Figure 1. Cell area per tile.
(4 px per µm) The die is cut into 9 by 9 equal tiles; black is low, pale yellow is high, 0 to 100% covered.
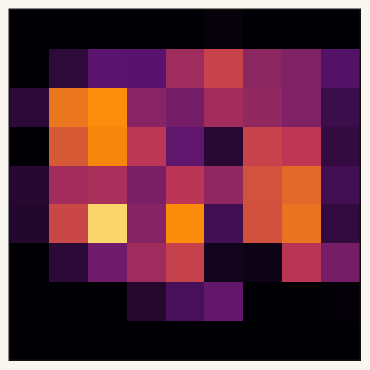
Figure 2. Pin map.
(4 px per µm) Pins as bars across the die edge, other pins in grey.
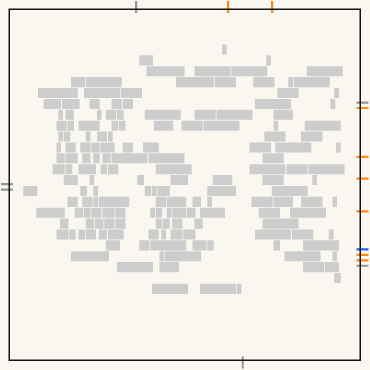
Figure 3. Metal layers overlaid.
(3 px per µm)
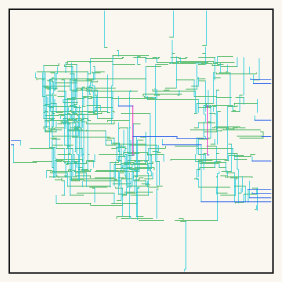
$ cat src/rtl/uart_pkg.sv
// uart_pkg: definitions shared by the UART front end (tick generator,
// receiver and wrapper).
//   - Frame geometry defaults, kept in one place so the generator and the
//     receiver cannot disagree on the oversampling ratio.
//   - Receiver FSM state encoding.
package uart_pkg;

  localparam int DATA_BITS_DEF  = 8;
  localparam int OVERSAMPLE_DEF = 16;

  typedef enum logic [1:0] {
    ST_IDLE  = 2'd0,
    ST_START = 2'd1,
    ST_DATA  = 2'd2,
    ST_STOP  = 2'd3
  } rx_state_e;

endpackage

$ cat src/rtl/sync_2ff.sv
// sync_2ff: two-flop synchronizer for a single asynchronous input.
//   clk      - destination clock
//   reset_n  - asynchronous active-low reset, both flops load RST_VAL
//   d        - asynchronous input
//   q        - synchronized output, 2 clk of latency
module sync_2ff #(
  parameter logic RST_VAL = 1'b1
) (
  input  logic clk,
  input  logic reset_n,
  input  logic d,
  output logic q
);

  logic meta_d, meta_q;
  logic sync_d, sync_q;

  always_comb begin
    meta_d = d;
    sync_d = meta_q;
  end

  always_ff @(posedge clk or negedge reset_n) begin
    if (!reset_n) begin
      meta_q <= RST_VAL;
      sync_q <= RST_VAL;
    end else begin
      meta_q <= meta_d;
      sync_q <= sync_d;
    end
  end

  assign q = sync_q;

endmodule

$ cat src/rtl/uart_rx.sv
// uart_rx: 8N1 UART receiver, LSB first, 16x oversampled.
//   clk        - system clock
//   reset_n    - asynchronous active-low reset
//   clk_enable - oversample tick (one clk wide) from the baud generator
//   rx         - asynchronous serial line, idle high
//   rx_data    - last correctly framed byte
//   rx_valid   - one-cycle pulse when rx_data is updated
//   frame_err  - one-cycle pulse when the stop bit is sampled low
//   busy       - a frame is in progress (FSM not in IDLE)
module uart_rx
  import uart_pkg::*;
#(
  parameter int DATA_BITS  = DATA_BITS_DEF,
  parameter int OVERSAMPLE = OVERSAMPLE_DEF,
  parameter int MID        = OVERSAMPLE / 2 - 1
) (
  input  logic                 clk,
  input  logic                 reset_n,
  input  logic                 clk_enable,
  input  logic                 rx,
  output logic [DATA_BITS-1:0] rx_data,
  output logic                 rx_valid,
  output logic                 frame_err,
  output logic                 busy
);

  localparam int TICK_W = $clog2(OVERSAMPLE);
  localparam int BIT_W  = $clog2(DATA_BITS) + 1;

  logic rx_s;

  sync_2ff #(.RST_VAL(1'b1)) u_sync (
    .clk     (clk),
    .reset_n (reset_n),
    .d       (rx),
    .q       (rx_s)
  );

  rx_state_e             state_d,    state_q;
  logic [TICK_W-1:0]     tick_cnt_d, tick_cnt_q;
  logic [BIT_W-1:0]      bit_cnt_d,  bit_cnt_q;
  logic [DATA_BITS-1:0]  shift_d,    shift_q;
  logic [DATA_BITS-1:0]  rx_data_d,  rx_data_q;
  logic                  rx_valid_d, rx_valid_q;
  logic                  frame_err_d, frame_err_q;
  logic                  armed_d,    armed_q;
  logic [TICK_W-1:0]     tick_nxt;
  logic                  tick_last;

  assign tick_last = (tick_cnt_q == TICK_W'(OVERSAMPLE - 1));
  assign tick_nxt  = tick_last ? '0 : tick_cnt_q + TICK_W'(1);

  always_ff @(posedge clk or negedge reset_n) begin
    if (!reset_n) begin
      state_q <= ST_IDLE;
    end else begin
      state_q <= state_d;
    end
  end

  always_comb begin
    state_d     = state_q;
    tick_cnt_d  = tick_cnt_q;
    bit_cnt_d   = bit_cnt_q;
    shift_d     = shift_q;
    rx_data_d   = rx_data_q;
    armed_d     = armed_q;
    // Pulses drop on the next clk whether or not a tick arrives.
    rx_valid_d  = 1'b0;
    frame_err_d = 1'b0;

    if (clk_enable) begin
      unique case (state_q)
        ST_IDLE: begin
          // A high line re-arms; after a framing error the line must
          // return high before another start bit is accepted.
          if (rx_s) begin
            armed_d = 1'b1;
          end else if (armed_q) begin
            state_d    = ST_START;
            tick_cnt_d = '0;
          end
        end
        ST_START: begin
          tick_cnt_d = tick_nxt;
          // The incremented count is tested so the start bit is sampled
          // MID ticks after the detecting tick (mid-bit for MID = 7).
          if (tick_nxt == TICK_W'(MID)) begin
            if (!rx_s) begin
              state_d    = ST_DATA;
              tick_cnt_d = '0;
              bit_cnt_d  = '0;
            end else begin
              state_d = ST_IDLE;
            end
          end
        end
        ST_DATA: begin
          tick_cnt_d = tick_nxt;
          if (tick_last) begin
            shift_d   = {rx_s, shift_q[DATA_BITS-1:1]};
            bit_cnt_d = bit_cnt_q + BIT_W'(1);
            if (bit_cnt_q == BIT_W'(DATA_BITS - 1)) begin
              state_d    = ST_STOP;
              tick_cnt_d = '0;
            end
          end
        end
        ST_STOP: begin
          tick_cnt_d = tick_nxt;
          if (tick_last) begin
            if (rx_s) begin
              rx_data_d  = shift_q;
              rx_valid_d = 1'b1;
            end else begin
              frame_err_d = 1'b1;
              armed_d     = 1'b0;
            end
            // Returning to IDLE on the sample tick lets a start bit that
            // follows the stop bit directly be caught.
            state_d = ST_IDLE;
          end
        end
        default: state_d = ST_IDLE;
      endcase
    end
  end

  always_ff @(posedge clk or negedge reset_n) begin
    if (!reset_n) begin
      tick_cnt_q  <= '0;
      bit_cnt_q   <= '0;
      shift_q     <= '0;
      rx_data_q   <= '0;
      rx_valid_q  <= 1'b0;
      frame_err_q <= 1'b0;
      armed_q     <= 1'b1;
    end else begin
      tick_cnt_q  <= tick_cnt_d;
      bit_cnt_q   <= bit_cnt_d;
      shift_q     <= shift_d;
      rx_data_q   <= rx_data_d;
      rx_valid_q  <= rx_valid_d;
      frame_err_q <= frame_err_d;
      armed_q     <= armed_d;
    end
  end

  assign rx_data   = rx_data_q;
  assign rx_valid  = rx_valid_q;
  assign frame_err = frame_err_q;
  assign busy      = (state_q != ST_IDLE);

endmodule

$ cat config.mk
export PLATFORM = sky130hd
export DESIGN_NAME = uart_rx
export DESIGN_NICKNAME = d
export VERILOG_FILES = /design/src/rtl/uart_pkg.sv /design/src/rtl/sync_2ff.sv /design/src/rtl/uart_rx.sv
export SDC_FILE = /design/constraint.sdc
export NUM_CORES = 1
export LEC_CHECK = 0
export CAP_MARGIN = 20
export CORE_MARGIN = 3
export CORE_UTILIZATION = 25
export CTS_CLUSTER_DIAMETER = 30
export CTS_CLUSTER_SIZE = 25
export DETAILED_ROUTE_END_ITERATION = 8
export MAX_ROUTING_LAYER = met4
export PLACE_DENSITY = 0.45
export RECOVER_POWER = 100
export SLEW_MARGIN = 40
export SYNTH_ARGS = -nofsm -noshare
export SYNTH_HDL_FRONTEND = slang
export SYNTH_HIERARCHICAL = 1
export SYNTH_SLANG_ARGS = --single-unit
$ cat constraint.sdc
create_clock -name clk -period 1.85 [get_ports clk]
set_clock_uncertainty 0.05 [all_clocks]
set_input_delay 0.37 -clock clk [delete_from_list [all_inputs] [get_ports clk]]
set_output_delay 0.37 -clock clk [all_outputs]
set_load 0.05 [all_outputs]
==> summary.txt <==
flow finished, numbers: status finished, final reports clean, multi-input gates around 87, Synth Area in Adders between 2 and 2.5%, Post-DP HPWL roughly 2400 µm, most common cell in the netlist dfrtp_1, combinational share of cell area 39.80%, met3 WL 118 µm, clk_buf instances 7, clock-pin slew on the worst setup and hold paths approximately 0.06 ns, Worst Reg-to-Reg Cells 5, non-clk buf share about a tenth, Final Hold Viols 0, largest net degree at the start of global routing 32, num tapcells 77, R2R Setup Slk around 0.11 ns, unrepaired setup endpoints after global routing no, Post-Synthesis Cells roughly 130, Psw approximately 0.00078 W, AO/OA Area Share 12.31%, Repair and plain buffers 28, Most Crowded Layer GR met2, mean area per synthesized cell approximately 12 µm², Hold Slack between 0.3 and 0.4 ns, DR vias/cell 4.667, area reported by Yosys stat 1657 µm², Iter 0 DRT Violations 29, Slowest cell on crit path clkdlybuf4s50_1, hold crit path type flop to flop, CP arrival 1.84 ns, pre-CTS WS -0.1694 ns, Synth Register Bits 31, Max clock buf depth 2, CP delay by family, top buffers and inverters, ys async rst share 100.0%, Slew @ Worst Pin between 0.7 and 0.8 ns, XOR/XNOR Fraction of Synth Area 0.5287%, dominant kind of combinational cell simple AND/OR/NAND/NOR gates, WL met2 roughly 1600 µm, Final setup viols 0, Layout area overhead 20.69%, Post-Layout Cell Count roughly 240, RD Place Congestion just over 0.8, logic area 795.8 µm², Clk pwr share roughly a quarter, total power 0.002192 W, Post-CTS Repair Setup Buffers 0, CP Buf/Inv Count 3, post-cts sizing count 0, Late-Pin Clk Latency around 0.28 ns, CTS tree yes, setup TNS 0 ns, hold-critical path depth 0, P_comb about 0.0007 W, worst endpoint required time between 1.5 and 2 ns, die area 7639 µm², Post-synth EDFFs 0, CTS Hold Buffers Added 0, highest routed metal layer met4, M1 WL approximately 1600 µm, Nets 169, vias in the first global route 1,172, Worst Setup EP bit_cnt_q[3], Final Max Tran Viols 0, Synth warnings 6, register area share after synthesis 47.05%, cell-internal power roughly 0.0014 W, combinational power share roughly 33%, worst vdd ir around 0.00044 V, initial antenna violation count 0, share of post-route cells with drive strength above 1 between 30% and 40%, yosys cell count roughly 130, CTS HTree Levels 2, Crit Path Category input port to flop, Lkg Pwr approximately 0.89 nW, RR Startpoint tick_cnt_q[3], DR pass1 iterations 4, # IOs 15, crit end category flop, CTS Root Cell clkbuf_8, CP startpoint clk_enable, # fillers 662, power in sequential cells just over 0.0009 W, DR DRC count 0, Worst Setup Start Kind input port, min-delay src u_sync/meta_q, Std-Cell Rows 29, Design Area, Final 1999 µm², post-synth top area share a little over two fifths, GR Util met3 about 2.4%, Max-slew headroom about half, worst-path fanout max 3, sequential cell area share around 39%, Crit path depth 7, Net Count, Synth roughly 140, Tcrit/Tclk final around 94%, gr ovfl total 0, post-route ant nets 0
-- Figure 1 (at the start) --
emptiest ninth of the die: bottom left
fullest tile: 91%
tiles over 75% full: 3.7%
mean over tiles: 25%
nearly empty tiles: 33%
area of the core: 6386 µm²
Final Util: 31.31%
FP Core Util: 25.94%

-- Figure 2 (at the start) --
[blue] `reset_n` | pins: 1 | direction: input | edge: right
[orange] `rx_data` | pins: 8 | direction: output | edge: 6 right, 2 top
all pins by edge: 9 right, 3 top, 2 left, 1 bottom
I/O Buffers: 14
Die Width: 87.40 µm

-- Figure 3 (at the start) --
[cyan] M2 | wire length: 1,560 µm
[blue] M3 | wire length: 119 µm
[green] M1 | wire length: 1,560 µm
[magenta] M4 | wire length: 32.6 µm
Tot GR Track Use: 9.964%
wire length per cell: 13.63 µm
vias: 1,120
Post-Route WL: 3270 µm

## cell usage in the layout (no fill, tap or decap), drive strengths merged, types with 2 or more instances in the layout
master / Yosys / final
dfrtp: 28 / 28
clkbuf: 0 / 18
mux2: 16 / 16
buf: 6 / 14
inv: 9 / 9
o21ai: 8 / 8
nand2: 7 / 7
a21oi: 5 / 5
nand3: 5 / 5
nand4: 3 / 3
o31ai: 3 / 3
dfstp: 3 / 3
nor3: 3 / 3
nor2b: 3 / 3
ha: 3 / 3
nand3b: 2 / 2
a21bo: 2 / 2
nor3b: 2 / 2
mux2i: 2 / 2
a21o: 2 / 2
dlygate4sd3: 0 / 2
or2: 2 / 2
nor2: 2 / 2
a41oi: 2 / 2
nor4: 2 / 2
and3: 2 / 2
Power figures rest on the tool's default switching activity, not on a simulated workload.
